==> src/rtl/hvac_sequencer.sv <==
// rtl/hvac_sequencer.sv - HVAC actuator sequencer: purge, minimum run, lockout, heat/cool exclusion
// Optional run limit enabled by defining MAX_RUN_EN.
module hvac_sequencer #(
  parameter int unsigned CNT_W         = 16,
  parameter int unsigned PRE_TICKS     = 2,
  parameter int unsigned MIN_RUN_TICKS = 5,
  parameter int unsigned POST_TICKS    = 3,
  parameter int unsigned LOCKOUT_TICKS = 4,
  parameter int unsigned MAX_RUN_TICKS = 10
) (
  input  logic       clk,
  input  logic       reset,
  input  logic       tick,
  input  logic       enable,
  input  logic       heat_req,
  input  logic       cool_req,
  output logic       fan_on,
  output logic       heater_on,
  output logic       compressor_on,
  output logic [2:0] state,
  output logic       conflict,
  output logic       max_run_hit
);

  typedef enum logic [2:0] {
    S_IDLE     = 3'd0,
    S_FAN_PRE  = 3'd1,
    S_HEAT     = 3'd2,
    S_COOL     = 3'd3,
    S_FAN_POST = 3'd4,
    S_LOCKOUT  = 3'd5
  } state_t;

  localparam logic MODE_HEAT = 1'b0;
  localparam logic MODE_COOL = 1'b1;

  state_t           cur, nxt;
  logic [CNT_W-1:0] cnt;
  logic             mode, mode_nxt;
  logic             fan_d, heater_d, compressor_d;
  logic             dropped, min_done;

  // A timed state of length n ends on its nth tick, or immediately when n is zero.
  function automatic logic done_at(input int unsigned n);
    if (n == 0) return 1'b1;
    return tick && (cnt == CNT_W'(n - 1));
  endfunction

  // The running state's own request counts as dropped if it falls, the opposite one rises, or enable falls.
  always_comb begin
    dropped = !enable;
    if (cur == S_HEAT) dropped = dropped || !heat_req || cool_req;
    if (cur == S_COOL) dropped = dropped || !cool_req || heat_req;
    min_done = (cnt >= CNT_W'(MIN_RUN_TICKS)) || done_at(MIN_RUN_TICKS);
  end

`ifdef MAX_RUN_EN
  logic hit_nxt;
  logic hit_q;
`endif

  // Next-state and next-output decode; outputs are taken from the next state so they move with it.
  always_comb begin
    nxt      = cur;
    mode_nxt = mode;
`ifdef MAX_RUN_EN
    hit_nxt  = 1'b0;
`endif
    case (cur)
      S_IDLE: begin
        if (enable && heat_req && !cool_req) begin
          nxt      = S_FAN_PRE;
          mode_nxt = MODE_HEAT;
        end else if (enable && cool_req && !heat_req) begin
          nxt      = S_FAN_PRE;
          mode_nxt = MODE_COOL;
        end
      end
      S_FAN_PRE: begin
        if (!enable || (mode == MODE_HEAT ? !heat_req : !cool_req)) nxt = S_IDLE;
        else if (done_at(PRE_TICKS)) nxt = (mode == MODE_HEAT) ? S_HEAT : S_COOL;
      end
      S_HEAT, S_COOL: begin
`ifdef MAX_RUN_EN
        if (done_at(MAX_RUN_TICKS)) begin
          nxt     = S_FAN_POST;
          hit_nxt = 1'b1;
        end else
`endif
        if (dropped && min_done) nxt = S_FAN_POST;
      end
      S_FAN_POST: if (done_at(POST_TICKS)) nxt = S_LOCKOUT;
      S_LOCKOUT:  if (done_at(LOCKOUT_TICKS)) nxt = S_IDLE;
      default:    nxt = S_IDLE;
    endcase

    fan_d        = (nxt == S_FAN_PRE) || (nxt == S_HEAT) || (nxt == S_COOL) || (nxt == S_FAN_POST);
    heater_d     = (nxt == S_HEAT);
    compressor_d = (nxt == S_COOL);
  end

  // State, counter, mode and registered actuator commands.
  always_ff @(posedge clk or posedge reset) begin
    if (reset) begin
      cur           <= S_IDLE;
      cnt           <= '0;
      mode          <= MODE_HEAT;
      fan_on        <= 1'b0;
      heater_on     <= 1'b0;
      compressor_on <= 1'b0;
    end else begin
      cur           <= nxt;
      mode          <= mode_nxt;
      fan_on        <= fan_d;
      heater_on     <= heater_d;
      compressor_on <= compressor_d;
      if (nxt != cur)             cnt <= '0;
      else if (tick && cnt != '1) cnt <= cnt + 1'b1;
    end
  end

`ifdef MAX_RUN_EN
  // One-cycle pulse accompanying a forced stop.
  always_ff @(posedge clk or posedge reset) begin
    if (reset) hit_q <= 1'b0;
    else       hit_q <= hit_nxt;
  end
  assign max_run_hit = hit_q;
`else
  assign max_run_hit = 1'b0;
`endif

  assign state    = cur;
  assign conflict = (cur == S_IDLE) && heat_req && cool_req;

endmodule

==> config.mk <==
export PLATFORM = sky130hd
export DESIGN_NAME = hvac_sequencer
export DESIGN_NICKNAME = d
export VERILOG_FILES = /design/src/rtl/hvac_sequencer.sv
export SDC_FILE = /design/constraint.sdc
export NUM_CORES = 1
export LEC_CHECK = 0
export CAP_MARGIN = 15
export CELL_PAD_IN_SITES_DETAIL_PLACEMENT = 0
export CELL_PAD_IN_SITES_GLOBAL_PLACEMENT = 1
export CORE_AREA = 5 5 55 93
export CTS_BUF_LIST = sky130_fd_sc_hd__clkbuf_16
export CTS_CLUSTER_SIZE = 24
export DETAILED_ROUTE_END_ITERATION = 10
export DIE_AREA = 0 0 60 98
export GPL_TIMING_DRIVEN = 0
export HOLD_SLACK_MARGIN = 0.02
export PLACE_DENSITY = 0.79
export SLEW_MARGIN = 40
export SYNTH_ARGS = -nofsm -noshare
export SYNTH_HDL_FRONTEND = slang
export SYNTH_SLANG_ARGS = --single-unit
==> constraint.sdc <==
create_clock -name clk -period 2.1 [get_ports clk]
set_input_delay 0.42 -clock clk [delete_from_list [all_inputs] [get_ports clk]]
set_output_delay 0.42 -clock clk [all_outputs]
set_load 0.05 [all_outputs]
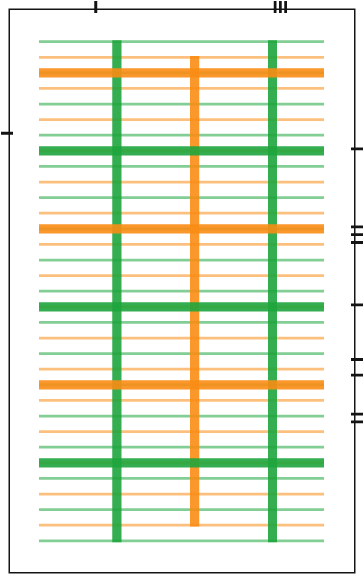
Run 1: floorplan with the power grid
Pins as bars on the die edge.
- VSS: green
- VDD: orange
- signal pins: 14
- met1 rails: 33
- rows: 32
- met5 straps: 6
- met4 straps: 3
die span in x: 60 µm
peak ir drop on the vdd network: 0.940 mV

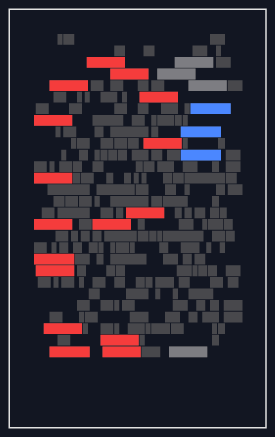
Run 1: sequential cells colored by netlist name
- `state`: blue (placed flops 3)
- `cnt`: red (placed flops 16)
- not colored: 4
share of cell area taken by flip-flops and latches: 26.9%
Storage cell area: 582 µm²
post-route core utilization: 50.0%
Sequential Power: 535 µW

==> out/qor.json, run 1 <==
{
  "status": "complete, but fails checks",
  "violations": "negative setup slack",
  "routed-wl-met3_um": 97,
  "power_switching_uw": 821,
  "reg_to_reg_critical_path_endpoint": "cnt[8]",
  "grtUsageTotal_pct": 14.9,
  "top_cells_by_count": "sky130_fd_sc_hd__nand2_1, sky130_fd_sc_hd__dfrtp_1, sky130_fd_sc_hd__a21oi_2, sky130_fd_sc_hd__xnor2_1, sky130_fd_sc_hd__inv_1",
  "cts-buffers-inserted": 3,
  "clk_path_buf_depth": 2,
  "yosysWarningCount": 0,
  "top_logic_kind": "simple AND/OR/NAND/NOR gates",
  "timing.critical_path.fanout_max": 5,
  "critPathKind": "flip-flop to flip-flop",
  "simple_gate_share_pct": 25.3,
  "highest-signal-layer": "met4",
  "grt_start_max_net_pins": 24,
  "grt_busiest_layer": "met2",
  "yosysMostFrequentCell": "sky130_fd_sc_hd__nand2_1",
  "route.met2.wl_um": 2280,
  "switching_share_pct": 38.9,
  "area_delta_synth_final_pct": 31.5,
  "crit_arrival_ns": 2.43,
  "avgRoutedWirePerCell_um": 15.2,
  "minimum_period_implied_by_the_final_worst_setup_slack_ns": 2.24,
  "hold-worst-slack_ns": 0.507,
  "hold_violations": 0,
  "setup_violations": 16,
  "finalWorstSetupSlack_ns": -0.136,
  "edf_count": 0,
  "layout_top_cells": "sky130_fd_sc_hd__nand2_1, sky130_fd_sc_hd__dfrtp_1, sky130_fd_sc_hd__a21oi_2",
  "synthFlopType": "sky130_fd_sc_hd__dfrtp_1",
  "total_leakage_power_uw": 0.000919,
  "overall_power_uw": 2110,
  "critical_path.max_stage_delay_ns": 0.43,
  "ant_nets": 0,
  "seq_area_frac_synth_pct": 35.0,
  "aoi_share_pct": 21.0,
  "crit_end": "cnt[8]",
  "netlist.area_leader.share_pct": 35.0,
  "netlist_area_pre_place_mm2": 0.00164,
  "grt_util_met3_pct": 2.12,
  "comb_area_mm2": 0.00106,
  "power.share.clock_pct": 19.7,
  "final_net_count": 221,
  "rsz0062_at_grt": "true",
  "grt_pass1_vias": 1478,
  "largest_register": "cnt",
  "power_top_consumer": "combinational logic",
  "critPathTopFamily": "simple AND/OR/NAND/NOR gates",
  "nNonClkInverters": 9,
  "ratio_of_total_power_to_cell_area_mw_per_mm2": 975,
  "post_drt_via_cell_ratio": 5.47,
  "numSequentialCells": 23,
  "critical_path.endpoint_type": "flip-flop",
  "cell_count_after_synthesis": 181,
  "layout.clock.cell_area_share_pct": 3.70,
  "main_area_contributors": "sky130_fd_sc_hd__dfrtp_1, sky130_fd_sc_hd__nand2_1, sky130_fd_sc_hd__a21oi_2, sky130_fd_sc_hd__xnor2_1, sky130_fd_sc_hd__ha_1",
  "asyncSetResetFlopFracSynth_pct": 100,
  "log.warning_count": 31,
  "place_congestion": 0.832,
  "dominant_logic_cell_type_in_the_layout": "sky130_fd_sc_hd__nand2_1",
  "clockRootBuffer": "sky130_fd_sc_hd__clkbuf_16",
  "number_of_antenna_violations_at_the_first_check_in_global_routing": 0,
  "maxCapViolations": 0,
  "postCtsResizedCells": 22,
  "synth.yosys.num_cells": 181,
  "holdCritPathClass": "input port to asynchronous set/reset pin",
  "dp_worst_setup_slack_ns": -0.650,
  "critical_path.slowest_cell": "sky130_fd_sc_hd__dfrtp_2",
  "timing.final.max_slew_violations": 0
}
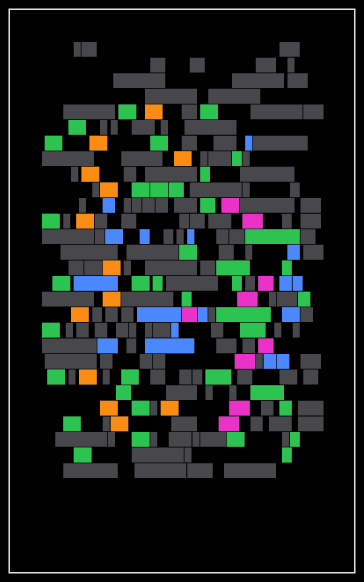
Run 1: logic cells by family
- AND-OR and OR-AND gates: magenta (cells 9; most used o21a_1)
- NOR gates: blue (cells 17; most used nor2b_1)
- inverting AOI/OAI gates: green (cells 38; most used a21oi_2)
- XOR/XNOR gates: orange (cells 13; most used xnor2_1)
multi-input logic portion of the cell area: 48.9%
number of standard cells in the final layout excluding fillers: 261

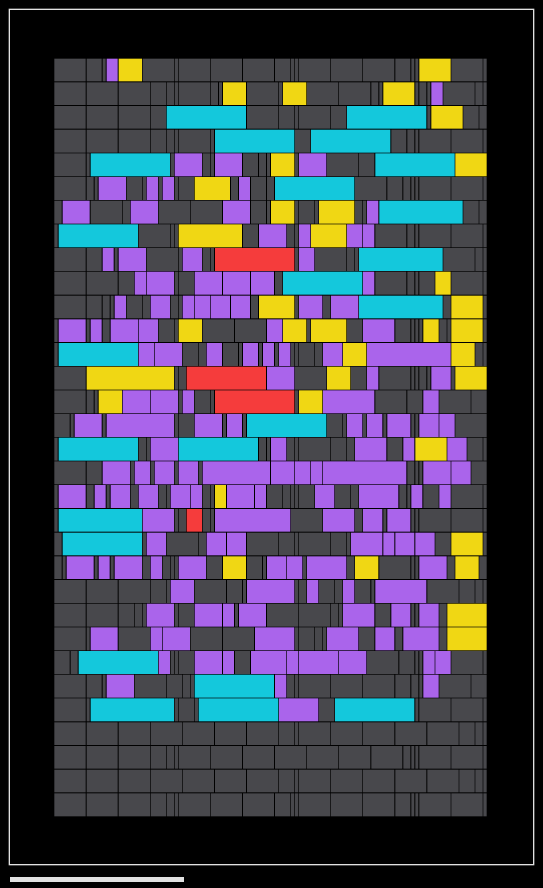
Run 1: placement by cell class
Scale bar: 20 µm. Fill, decap, tap and diode cells in gray.
- clock drivers and dummy loads: red (cells 4; share of their area 3.8%)
- all other logic: purple (cells 147; share of their area 52%)
- other buffers and delay cells: yellow (cells 36; share of their area 16%)
- flip-flops: cyan (cells 23; share of their area 28%)
Rows: 32
final cell area excluding filler cells: 0.00216 mm²

==> inputs of run 2 (changes only) <==
CORE_AREA = 2 2 52 90   (was 5 5 55 93)
DIE_AREA = 0 0 54 92   (was 0 0 60 98)
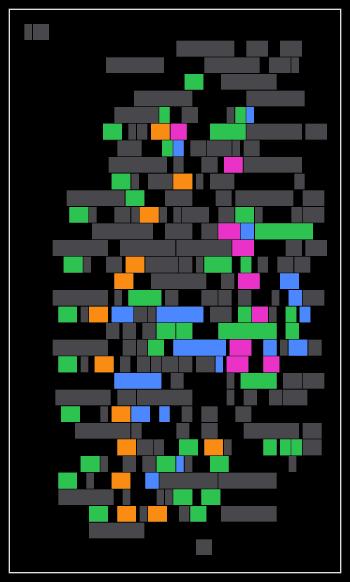
Run 2: logic cells by family
- inverting AOI/OAI gates: green (cells 38; most used a21oi_2; where spread over the die)
- NOR gates: blue (cells 17)
- AND-OR and OR-AND gates: magenta (cells 9; most used o21a_1)
- XOR/XNOR gates: orange (cells 13; most used xnor2_1)
number of standard cells in the final layout excluding fillers: 264
dominant logic cell type in the layout: sky130_fd_sc_hd__nand2_1
multi-input logic portion of the cell area: 49.0%

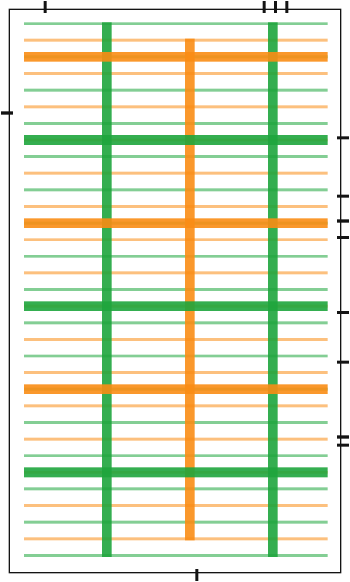
Run 2: floorplan with the power grid
Pins as bars on the die edge.
- VSS: green
- VDD: orange
- met4 straps: 3
- met1 rails: 33
- met5 straps: 6
- rows: 32
die height: 92 µm
Core ar.: 0.00432 mm²
die span in x: 54 µm
peak ir drop on the vdd network: 0.689 mV

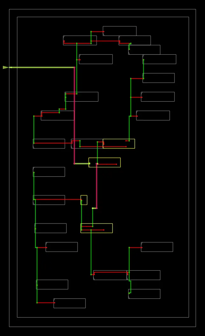
Run 2: clock nets
power in the clock group: 421 µW
Num Clock Sinks: 23
Clock Skews: 0.00536 ns

==> out/qor.json, run 2 <==
{
  "layout.clock.cell_area_share": {"value": 3.67, "unit": "%", "change": "-0.038 points"},
  "register_area": {"value": 588, "unit": "µm²", "change": "+1.1%"},
  "edf_count": {"value": 0, "change": "unchanged"},
  "reg_to_reg_critical_path_endpoint": "cnt[6]",
  "top_logic_kind": "simple AND/OR/NAND/NOR gates",
  "route.met2.wl": {"value": 2450, "unit": "µm", "change": "+7.8%"},
  "number_of_antenna_violations_at_the_first_check_in_global_routing": {"value": 0, "change": "unchanged"},
  "switching_share": {"value": 40.1, "unit": "%", "change": "+1.1 points"},
  "cts-buffers-inserted": {"value": 3, "change": "unchanged"},
  "crit_arrival": {"value": 2.39, "unit": "ns", "change": "-0.04 ns"},
  "asyncSetResetFlopFracSynth": {"value": 100, "unit": "%", "change": "unchanged"},
  "layout_top_cells": "sky130_fd_sc_hd__nand2_1, sky130_fd_sc_hd__buf_4, sky130_fd_sc_hd__a21oi_2",
  "power_switching": {"value": 829, "unit": "µW", "change": "+0.90%"},
  "main_area_contributors": "sky130_fd_sc_hd__dfrtp_1, sky130_fd_sc_hd__nand2_1, sky130_fd_sc_hd__a21oi_2, sky130_fd_sc_hd__xnor2_1, sky130_fd_sc_hd__ha_1",
  "crit_end": "cnt[6]",
  "highest-signal-layer": "met4",
  "synth.yosys.num_cells": {"value": 181, "change": "unchanged"},
  "seq_area_frac_synth": {"value": 35.0, "unit": "%", "change": "unchanged"},
  "maxCapViolations": {"value": 0, "change": "unchanged"},
  "aoi_share": {"value": 21.0, "unit": "%", "change": "unchanged"},
  "violations": "negative setup slack",
  "rsz0062_at_grt": "true",
  "yosysMostFrequentCell": "sky130_fd_sc_hd__nand2_1",
  "nNonClkInverters": {"value": 9, "change": "unchanged"},
  "critical_path.slowest_cell": "sky130_fd_sc_hd__or3_4",
  "grt_start_max_net_pins": {"value": 24, "change": "unchanged"},
  "setup_violations": {"value": 15, "change": "-1"},
  "ratio_of_total_power_to_cell_area": {"value": 947, "unit": "mW/mm²", "change": "-2.9%"},
  "grt_pass1_vias": {"value": 1469, "change": "-0.61%"},
  "clk_path_buf_depth": {"value": 2, "change": "unchanged"},
  "netlist_area_pre_place": {"value": 0.00164, "unit": "mm²", "change": "unchanged"},
  "status": "complete, but fails checks",
  "log.warning_count": {"value": 31, "change": "unchanged"},
  "numSequentialCells": {"value": 23, "change": "unchanged"},
  "simple_gate_share": {"value": 25.3, "unit": "%", "change": "unchanged"},
  "hold_violations": {"value": 0, "change": "unchanged"},
  "power_top_consumer": "combinational logic",
  "fin_util": {"value": 50.5, "unit": "%", "change": "+0.52 points"},
  "grtUsageTotal": {"value": 18.4, "unit": "%", "change": "+3.5 points"},
  "finalWorstSetupSlack": {"value": -0.101, "unit": "ns", "change": "+0.0343 ns"},
  "ant_nets": {"value": 0, "change": "unchanged"},
  "yosysWarningCount": {"value": 0, "change": "unchanged"},
  "hold-worst-slack": {"value": 0.499, "unit": "ns", "change": "-0.00770 ns"},
  "timing.critical_path.fanout_max": {"value": 5, "change": "unchanged"},
  "top_cells_by_count": "sky130_fd_sc_hd__nand2_1, sky130_fd_sc_hd__dfrtp_1, sky130_fd_sc_hd__a21oi_2, sky130_fd_sc_hd__xnor2_1, sky130_fd_sc_hd__inv_1",
  "finalInstanceArea": {"value": 0.00218, "unit": "mm²", "change": "+1.0%"},
  "dp_worst_setup_slack": {"value": -0.722, "unit": "ns", "change": "-0.0719 ns"},
  "avgRoutedWirePerCell": {"value": 15.7, "unit": "µm", "change": "+3.4%"},
  "total_leakage_power": {"value": 0.000900, "unit": "µW", "change": "-2.0%"},
  "clockRootBuffer": "sky130_fd_sc_hd__clkbuf_16"
}
==> inputs of run 3 (changes only) <==
RECOVER_POWER = 25   (was unset)
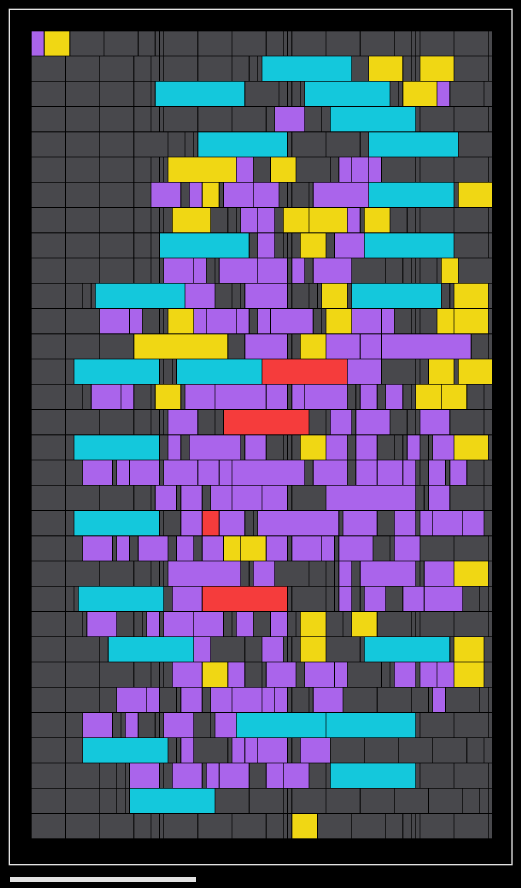
Run 3: placement by cell class
Scale bar: 20 µm. Fill, decap, tap and diode cells in gray.
- clock drivers and dummy loads: red (cells 4; share of their area 3.8%)
- flip-flops: cyan (cells 23; share of their area 28%)
- all other logic: purple (cells 147; share of their area 52%)
- other buffers and delay cells: yellow (cells 39; share of their area 16%)
share of cell area taken by flip-flops and latches: 26.9%
final cell area excluding filler cells: 0.00218 mm²
post-route core utilization: 50.5%

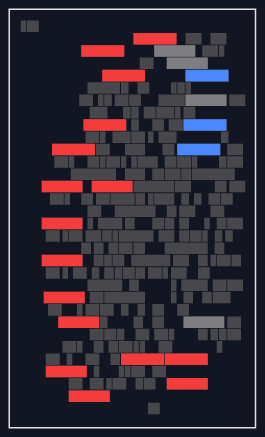
Run 3: sequential cells colored by netlist name
- `cnt`: red (placed flops 16)
- `state`: blue (placed flops 3)
- not colored: 4
Storage cell area: 588 µm²
Sequential Power: 545 µW

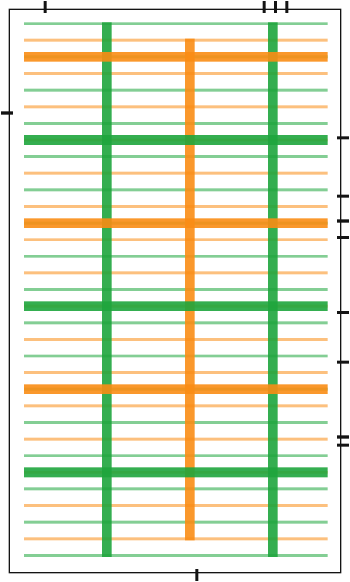
Run 3: floorplan with the power grid
Pins as bars on the die edge.
- VDD: orange
- VSS: green
- met4 straps: 3
- rows: 32
- met1 rails: 33
- signal pins: 14
peak ir drop on the vdd network: 0.689 mV

==> out/qor.json, run 3 <==
{
  "asyncSetResetFlopFracSynth": {"value": 100, "unit": "%", "change": "unchanged"},
  "layout_top_cells": "sky130_fd_sc_hd__nand2_1, sky130_fd_sc_hd__buf_4, sky130_fd_sc_hd__a21oi_2",
  "aoi_share": {"value": 21.0, "unit": "%", "change": "unchanged"},
  "yosysWarningCount": {"value": 0, "change": "unchanged"},
  "avgRoutedWirePerCell": {"value": 15.7, "unit": "µm", "change": "unchanged"},
  "simple_gate_share": {"value": 25.3, "unit": "%", "change": "unchanged"},
  "main_area_contributors": "sky130_fd_sc_hd__dfrtp_1, sky130_fd_sc_hd__nand2_1, sky130_fd_sc_hd__a21oi_2, sky130_fd_sc_hd__xnor2_1, sky130_fd_sc_hd__ha_1",
  "highest-signal-layer": "met4",
  "power_top_consumer": "combinational logic",
  "netlist.area_leader.share_pct": 35.0,
  "placeableCoreArea": {"value": 0.00432, "unit": "mm²", "change": "unchanged"},
  "numSequentialCells": {"value": 23, "change": "unchanged"},
  "crit_end": "cnt[6]",
  "rsz0062_at_grt": "true",
  "switching_share": {"value": 40.1, "unit": "%", "change": "about the same"},
  "yosys.area_share.xor_xnor_pct": 6.93,
  "grt_start_max_net_pins": {"value": 24, "change": "unchanged"},
  "status": "complete, but fails checks",
  "hold_violations": {"value": 0, "change": "unchanged"},
  "die.size.x": {"value": 54, "unit": "µm", "change": "unchanged"},
  "power_clock": {"value": 421, "unit": "µW", "change": "about the same"},
  "netlist_area_pre_place": {"value": 0.00164, "unit": "mm²", "change": "unchanged"},
  "dominant_logic_cell_type_in_the_layout": "sky130_fd_sc_hd__nand2_1",
  "postCtsResizedCells": 28,
  "comb_share": {"value": 49.0, "unit": "%", "change": "unchanged"},
  "nNonClkInverters": {"value": 9, "change": "unchanged"},
  "finalWorstSetupSlack": {"value": -0.101, "unit": "ns", "change": "unchanged"},
  "crit_arrival": {"value": 2.39, "unit": "ns", "change": "about the same"},
  "maxCapViolations": {"value": 0, "change": "unchanged"},
  "route.met2.wl": {"value": 2450, "unit": "µm", "change": "unchanged"},
  "log.warning_count": {"value": 31, "change": "unchanged"},
  "total_leakage_power": {"value": 0.000902, "unit": "µW", "change": "+0.15%"},
  "number_of_antenna_violations_at_the_first_check_in_global_routing": {"value": 0, "change": "unchanged"},
  "grtUsageTotal": {"value": 18.4, "unit": "%", "change": "unchanged"},
  "clock-sinks": {"value": 23, "change": "unchanged"},
  "synth.yosys.num_cells": {"value": 181, "change": "unchanged"},
  "layout.cells.non_filler": {"value": 264, "change": "unchanged"},
  "top_cells_by_count": "sky130_fd_sc_hd__nand2_1, sky130_fd_sc_hd__dfrtp_1, sky130_fd_sc_hd__a21oi_2, sky130_fd_sc_hd__xnor2_1, sky130_fd_sc_hd__inv_1",
  "seq_area_frac_synth": {"value": 35.0, "unit": "%", "change": "unchanged"},
  "reg_to_reg_critical_path_endpoint": "cnt[6]",
  "cts-buffers-inserted": {"value": 3, "change": "unchanged"},
  "yosysMostFrequentCell": "sky130_fd_sc_hd__nand2_1",
  "timing.critical_path.fanout_max": {"value": 5, "change": "unchanged"},
  "setup_violations": {"value": 15, "change": "unchanged"},
  "grt_pass1_vias": {"value": 1469, "change": "unchanged"},
  "ant_nets": {"value": 0, "change": "unchanged"},
  "regToRegSetupSlack_ns": -0.10,
  "violations": "negative setup slack",
  "critical_path.slowest_cell": "sky130_fd_sc_hd__or3_4",
  "ratio_of_total_power_to_cell_area": {"value": 947, "unit": "mW/mm²", "change": "about the same"},
  "hold-worst-slack": {"value": 0.583, "unit": "ns", "change": "+0.0844 ns"},
  "chipHeight": {"value": 92, "unit": "µm", "change": "unchanged"}
}
Power is estimated from default activity; no workload was simulated.
